`src/rtl/cache_pkg.sv`:
```
// cache_pkg: shared state encoding and lookup-result codes for the write-through cache controller
package cache_pkg;
  typedef enum logic [3:0] {
    IDLE,
    CHECK_CACHE,
    HIT,
    MISS,
    READ_CACHE,
    WRITE_CACHE,
    READ_MEM,
    FILL,
    WRITE_MEM,
    RESP,
    ERROR
  } cache_state_t;
  localparam logic [1:0] HM_PENDING = 2'd0;
  localparam logic [1:0] HM_HIT     = 2'd1;
  localparam logic [1:0] HM_MISS    = 2'd2;
  localparam logic [1:0] HM_RSVD    = 2'd3;
endpackage

```
`src/rtl/cache_wait_timer.sv`:
```
// cache_wait_timer: counts unresolved wait cycles and flags the last one before giving up
module cache_wait_timer #(
  parameter int TIMEOUT = 4
) (
  input  logic clk,
  input  logic rst,
  input  logic clear,
  input  logic count_en,
  output logic expired
);
  localparam int W = $clog2(TIMEOUT + 1);
  localparam logic [W-1:0] LAST = W'(TIMEOUT - 1);
  logic [W-1:0] cnt;
  // restart on every state change, otherwise count each still-waiting cycle
  always_ff @(posedge clk or posedge rst)
    if (rst) cnt <= '0;
    else if (clear) cnt <= '0;
    else if (count_en) cnt <= cnt + 1'b1;
  assign expired = count_en && cnt == LAST;
endmodule

```
`src/rtl/cache_ctrl_wt.sv`:
```
// cache_ctrl_wt: write-through cache controller with per-wait timeouts and an error path
module cache_ctrl_wt
  import cache_pkg::*;
#(
  parameter int ADDR_W  = 8,
  parameter int TIMEOUT = 4
) (
  input  logic              clk,
  input  logic              rst,
  input  logic              req_valid,
  input  logic              req_write,
  input  logic [ADDR_W-1:0] address,
  output logic              req_ready,
  input  logic [1:0]        hit_or_miss,
  input  logic              mem_ack,
  output logic              check_cache,
  output logic              read_cache,
  output logic              write_cache,
  output logic              fill_cache,
  output logic              read_memory,
  output logic              write_memory,
  output logic [ADDR_W-1:0] addr_out,
  output logic              done,
  output logic              err
);
  cache_state_t state, next;
  logic wr, count_en, expired;
  // a wait state is still waiting when its resolving input has not arrived
  always_comb
    count_en = (state == CHECK_CACHE && hit_or_miss == HM_PENDING) ||
               ((state == READ_MEM || state == WRITE_MEM) && !mem_ack);
  cache_wait_timer #(.TIMEOUT(TIMEOUT)) u_timer (
    .clk      (clk),
    .rst      (rst),
    .clear    (next != state),
    .count_en (count_en),
    .expired  (expired)
  );
  // next-state logic; a resolving input on the timeout cycle wins over the timeout
  always_comb begin
    next = state;
    case (state)
      IDLE:        next = req_valid ? CHECK_CACHE : IDLE;
      CHECK_CACHE: next = hit_or_miss == HM_HIT  ? HIT :
                          hit_or_miss == HM_MISS ? MISS :
                          hit_or_miss == HM_RSVD || expired ? ERROR : CHECK_CACHE;
      HIT:         next = wr ? WRITE_CACHE : READ_CACHE;
      MISS:        next = wr ? WRITE_MEM : READ_MEM;
      READ_CACHE:  next = RESP;
      WRITE_CACHE: next = WRITE_MEM;
      READ_MEM:    next = mem_ack ? FILL : expired ? ERROR : READ_MEM;
      FILL:        next = READ_CACHE;
      WRITE_MEM:   next = mem_ack ? RESP : expired ? ERROR : WRITE_MEM;
      default:     next = IDLE;
    endcase
  end
  // state register, request latch and Moore outputs registered from the next state
  always_ff @(posedge clk or posedge rst)
    if (rst) begin
      state        <= IDLE;
      wr           <= 1'b0;
      addr_out     <= '0;
      req_ready    <= 1'b1;
      check_cache  <= 1'b0;
      read_cache   <= 1'b0;
      write_cache  <= 1'b0;
      fill_cache   <= 1'b0;
      read_memory  <= 1'b0;
      write_memory <= 1'b0;
      done         <= 1'b0;
      err          <= 1'b0;
    end else begin
      state <= next;
      if (state == IDLE && req_valid) begin
        addr_out <= address;
        wr       <= req_write;
      end
      req_ready    <= next == IDLE;
      check_cache  <= next == CHECK_CACHE;
      read_cache   <= next == READ_CACHE;
      write_cache  <= next == WRITE_CACHE;
      fill_cache   <= next == FILL;
      read_memory  <= next == READ_MEM;
      write_memory <= next == WRITE_MEM;
      done         <= next == RESP;
      err          <= next == ERROR;
    end
endmodule

```
`config.mk`:
```
export PLATFORM = sky130hd
export DESIGN_NAME = cache_ctrl_wt
export DESIGN_NICKNAME = d
export VERILOG_FILES = /design/src/rtl/cache_pkg.sv /design/src/rtl/cache_wait_timer.sv /design/src/rtl/cache_ctrl_wt.sv
export SDC_FILE = /design/constraint.sdc
export NUM_CORES = 1
export LEC_CHECK = 0
export ABC_CLOCK_PERIOD_IN_PS = 5000
export CORE_MARGIN = 2
export CORE_UTILIZATION = 50
export DETAILED_ROUTE_END_ITERATION = 12
export PLACE_DENSITY = 0.77
export SLEW_MARGIN = 25
export SYNTH_ARGS = -nofsm -noshare
export SYNTH_HDL_FRONTEND = slang
export SYNTH_SLANG_ARGS = --single-unit
```
`constraint.sdc`:
```
create_clock -name clk -period 5 [get_ports clk]
set_input_delay 0.75 -clock clk [delete_from_list [all_inputs] [get_ports clk]]
set_output_delay 0.75 -clock clk [all_outputs]
set_load 0.02 [all_outputs]
```
run_1/final_clocks.png
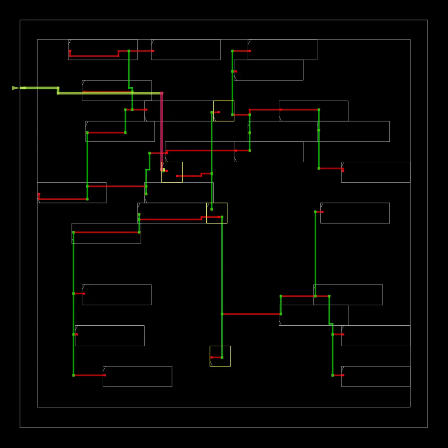
num sequential: 25
worst skew pair latency: 310 ps
Clk. pwr: 0.0924 mW

run_1/met3.png
Drawn at 8 px/um.
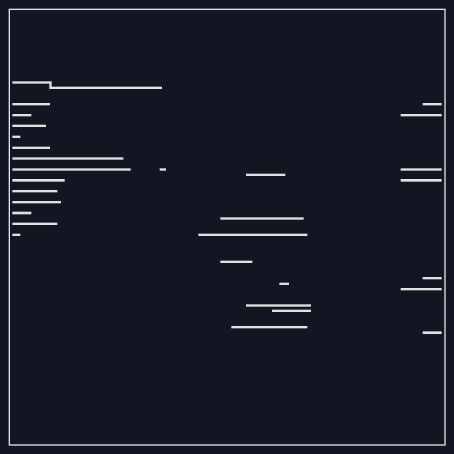
main direction: horizontal
longest straight run: 14.5 um
nets with wire on the layer: 28
share of all routed wire: 6.6%
wire length on this layer: 168 um
number of vias in the routed layout: 995
M3 GR Usage: 3.552%
drt total wl: 2546 um

run_1/clock_map.png
Drawn at 8 px/um.
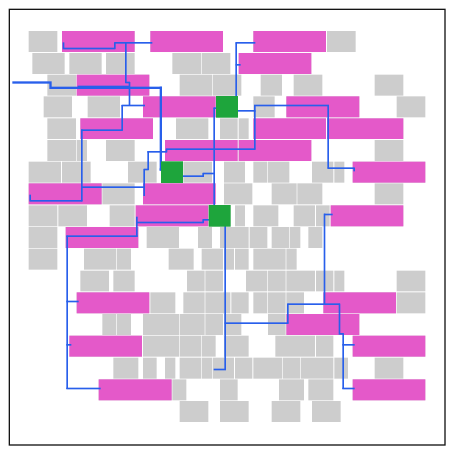
[clock wires] blue | length: 280 um
[flip-flops] magenta | count: 25
[cells driving clock nets] green | count: 3
flops lie: spread over the die
clock skew: 1.888 ps
Clock power frac: 10.2%

==> deck_impl_summary.md, run 1 <==
Key Metrics from the Run

Run status
  • Status: completed

Global route
  • Largest net degree at the start of global routing: 26

Min path
  • Worst hold path startpoint: addr_out[5]
  • Hold EP: addr_out[5]

Synth
  • Most common cell in the synthesized netlist: dfrtp_1
  • Yosys top cell by area: dfrtp_1
  • Yosys aoi share: about an eighth
  • Synth cell count leaders: dfrtp_1, mux2_2, nor2b_1
  • Number of flops mapped to enable cells by yosys: 0
  • Post-synth seq share: about half
  • Area contributors post-synth: dfrtp_1, mux2_2, nor2b_1, nor3b_1, nor3_1
  • Area leader share: between 40% and 50%
  • Top FF cell, synth: dfrtp_1

Clock network
  • Clock slew at reported path FFs: around 140 ps
  • Clock sink total: 25
  • Clock tree from TritonCTS: done

Placed design
  • DP HPWL: roughly 1900 um
  • Setup WS pre-CTS: roughly 2400 ps
  • Placed Instance Area: approximately 0.0016 mm^2
  • IO buf count: 31

Power
  • Switching Share: between 30% and 40%
  • Logic pwr share: between 50% and 60%
  • Design Power: 0.9024 mW
  • Top pwr grp: combinational cells

Finish
  • Layout cells sized above 1: between 10 and 15%
  • Comb gates: 77
  • Final Core Density: between 60% and 70%
  • Clock-cell share: about 1.9%
  • Nonclk buf count: 31

Timing
  • Pins over their slew limit: 0
  • RSZ-0062 raised after global routing: no

Setup path
  • Critical path launch point: hit_or_miss[1]
  • Critical path class: in2reg
  • Reg2Reg Depth: 6
  • Worst path bufs/invs: 1

Detailed routing
  • Final antenna-violating net count: 0
  • WL met2: 1281 um
run_1/gate_families.png
Drawn at 4 px/um.
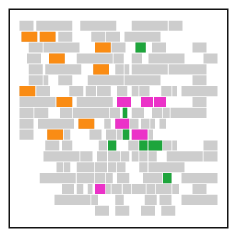

==> run 1 -> run 2 <==
Settings changed: ABC_CLOCK_PERIOD_IN_PS 5000 to 2070, CORE_UTILIZATION 50 to 43, PLACE_DENSITY 0.77 to 0.7.
Clock period 5 ns to 2.07 ns, I/O delays scaled along.
run_2/gate_families.png
Drawn at 4 px/um.
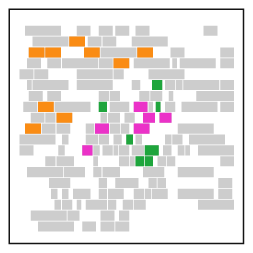
[AND-OR and OR-AND gates] magenta | cells: 6 | where: centre
[NAND gates] green | cells: 7 | most used: nand2b_1 | where: centre
[multiplexers] orange | cells: 9 | most used: mux2_2
most numerous logic cell after layout: clkdlybuf4s50_1
Finished Layout Cells: 179
multi-input logic portion of the cell area: 37.04%

run_2/metal_stack.png
Drawn at 4 px/um.
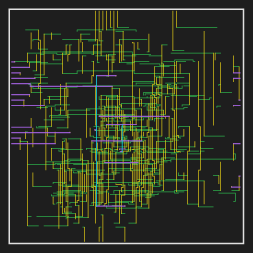
[met3] purple | wire length: 155 um
[met4] cyan | wire length: 39.4 um
[met1] green | wire length: 1210 um
[met2] yellow | wire length: 1340 um
drt total wl: 2750 um
WL/cell: 15.36 um
GRT Util Overall: 17.61%
number of vias in the routed layout: 1017

run_2/met3.png
Drawn at 8 px/um.
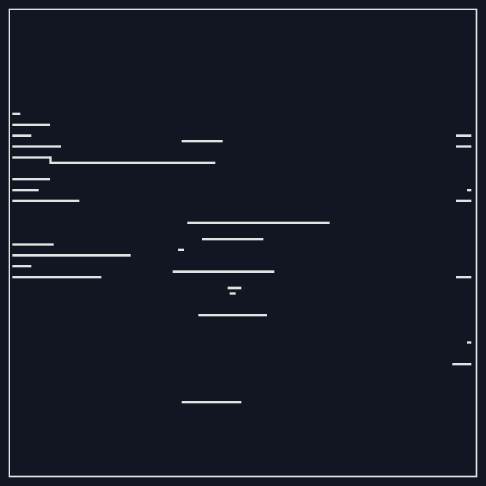
M3 GR Usage: 3.571%

==> deck_impl_summary.md, run 2 <==
Key Metrics from the Run

Finish
  • Layout cells sized above 1: around 22%
  • Buffering overhead: a little over a fifth
  • Comb gates: 77
  • Nonclk buf count: 37
  • Leading cell kind: logic gates
  • Clock-cell share: under 10%
  • Num sequential: 25
  • Max reg flops: 8

Synth
  • Syn nets: between 100 and 150
  • Top FF cell, synth: dfrtp_1
  • Area leader share: 47.52%
  • Synth cell count leaders: dfrtp_1, mux2_2, nor2b_1
  • Area contributors post-synth: dfrtp_1, mux2_2, nor2b_1, nor3b_1, nor3_1
  • Yosys top cell by area: dfrtp_1
  • Yosys aoi share: about an eighth
  • Yosys adder share: ~2%
  • Xor/xnor share: 0%

Power
  • Logic pwr share: 53.4%
  • Top pwr grp: combinational cells
  • Clock power frac: between 10% and 20%
  • Switching Share: between 40% and 50%
  • Pwr/cell area: about 1300 mW/mm^2

Setup path
  • Critical path class: reg2reg
  • Reg2Reg Depth: 6
  • Critical path launch point: u_timer.cnt[0]
  • Worst path bufs/invs: 0

Global route
  • Vias in the first global route: 986
  • GRT Max-Usage Layer: met2
  • Overflow after GRT: 0

Placed design
  • Setup WS pre-CTS: -37.94 ps
  • Placed Instance Area: 0.001620 mm^2
  • IO buf count: 31
  • DP HPWL: 1994 um

Detailed routing
  • Wire length on met3: around 150 um
  • Residual DRC count: 0
  • Final antenna-violating net count: 0
  • WL met2: about 1300 um

Clock network
  • Clock tree from TritonCTS: done
  • Max clock buf depth: 2
  • Clock slew at reported path FFs: 140 ps
  • Clock sink total: 25
  • Worst skew pair latency: approximately 330 ps

Timing
  • RSZ-0062 raised after global routing: yes
  • Pins over their slew limit: 0
  • Max transition margin: approximately 68%
  • Final min period: approximately 2000 ps
  • Clock skew: around 3.6 ps

Run status
  • Status: completed

Min path
  • Min-delay worst type: in2async

Flow run
  • MaxCap Viol Count: 0
Power is estimated from default activity; no workload was simulated.
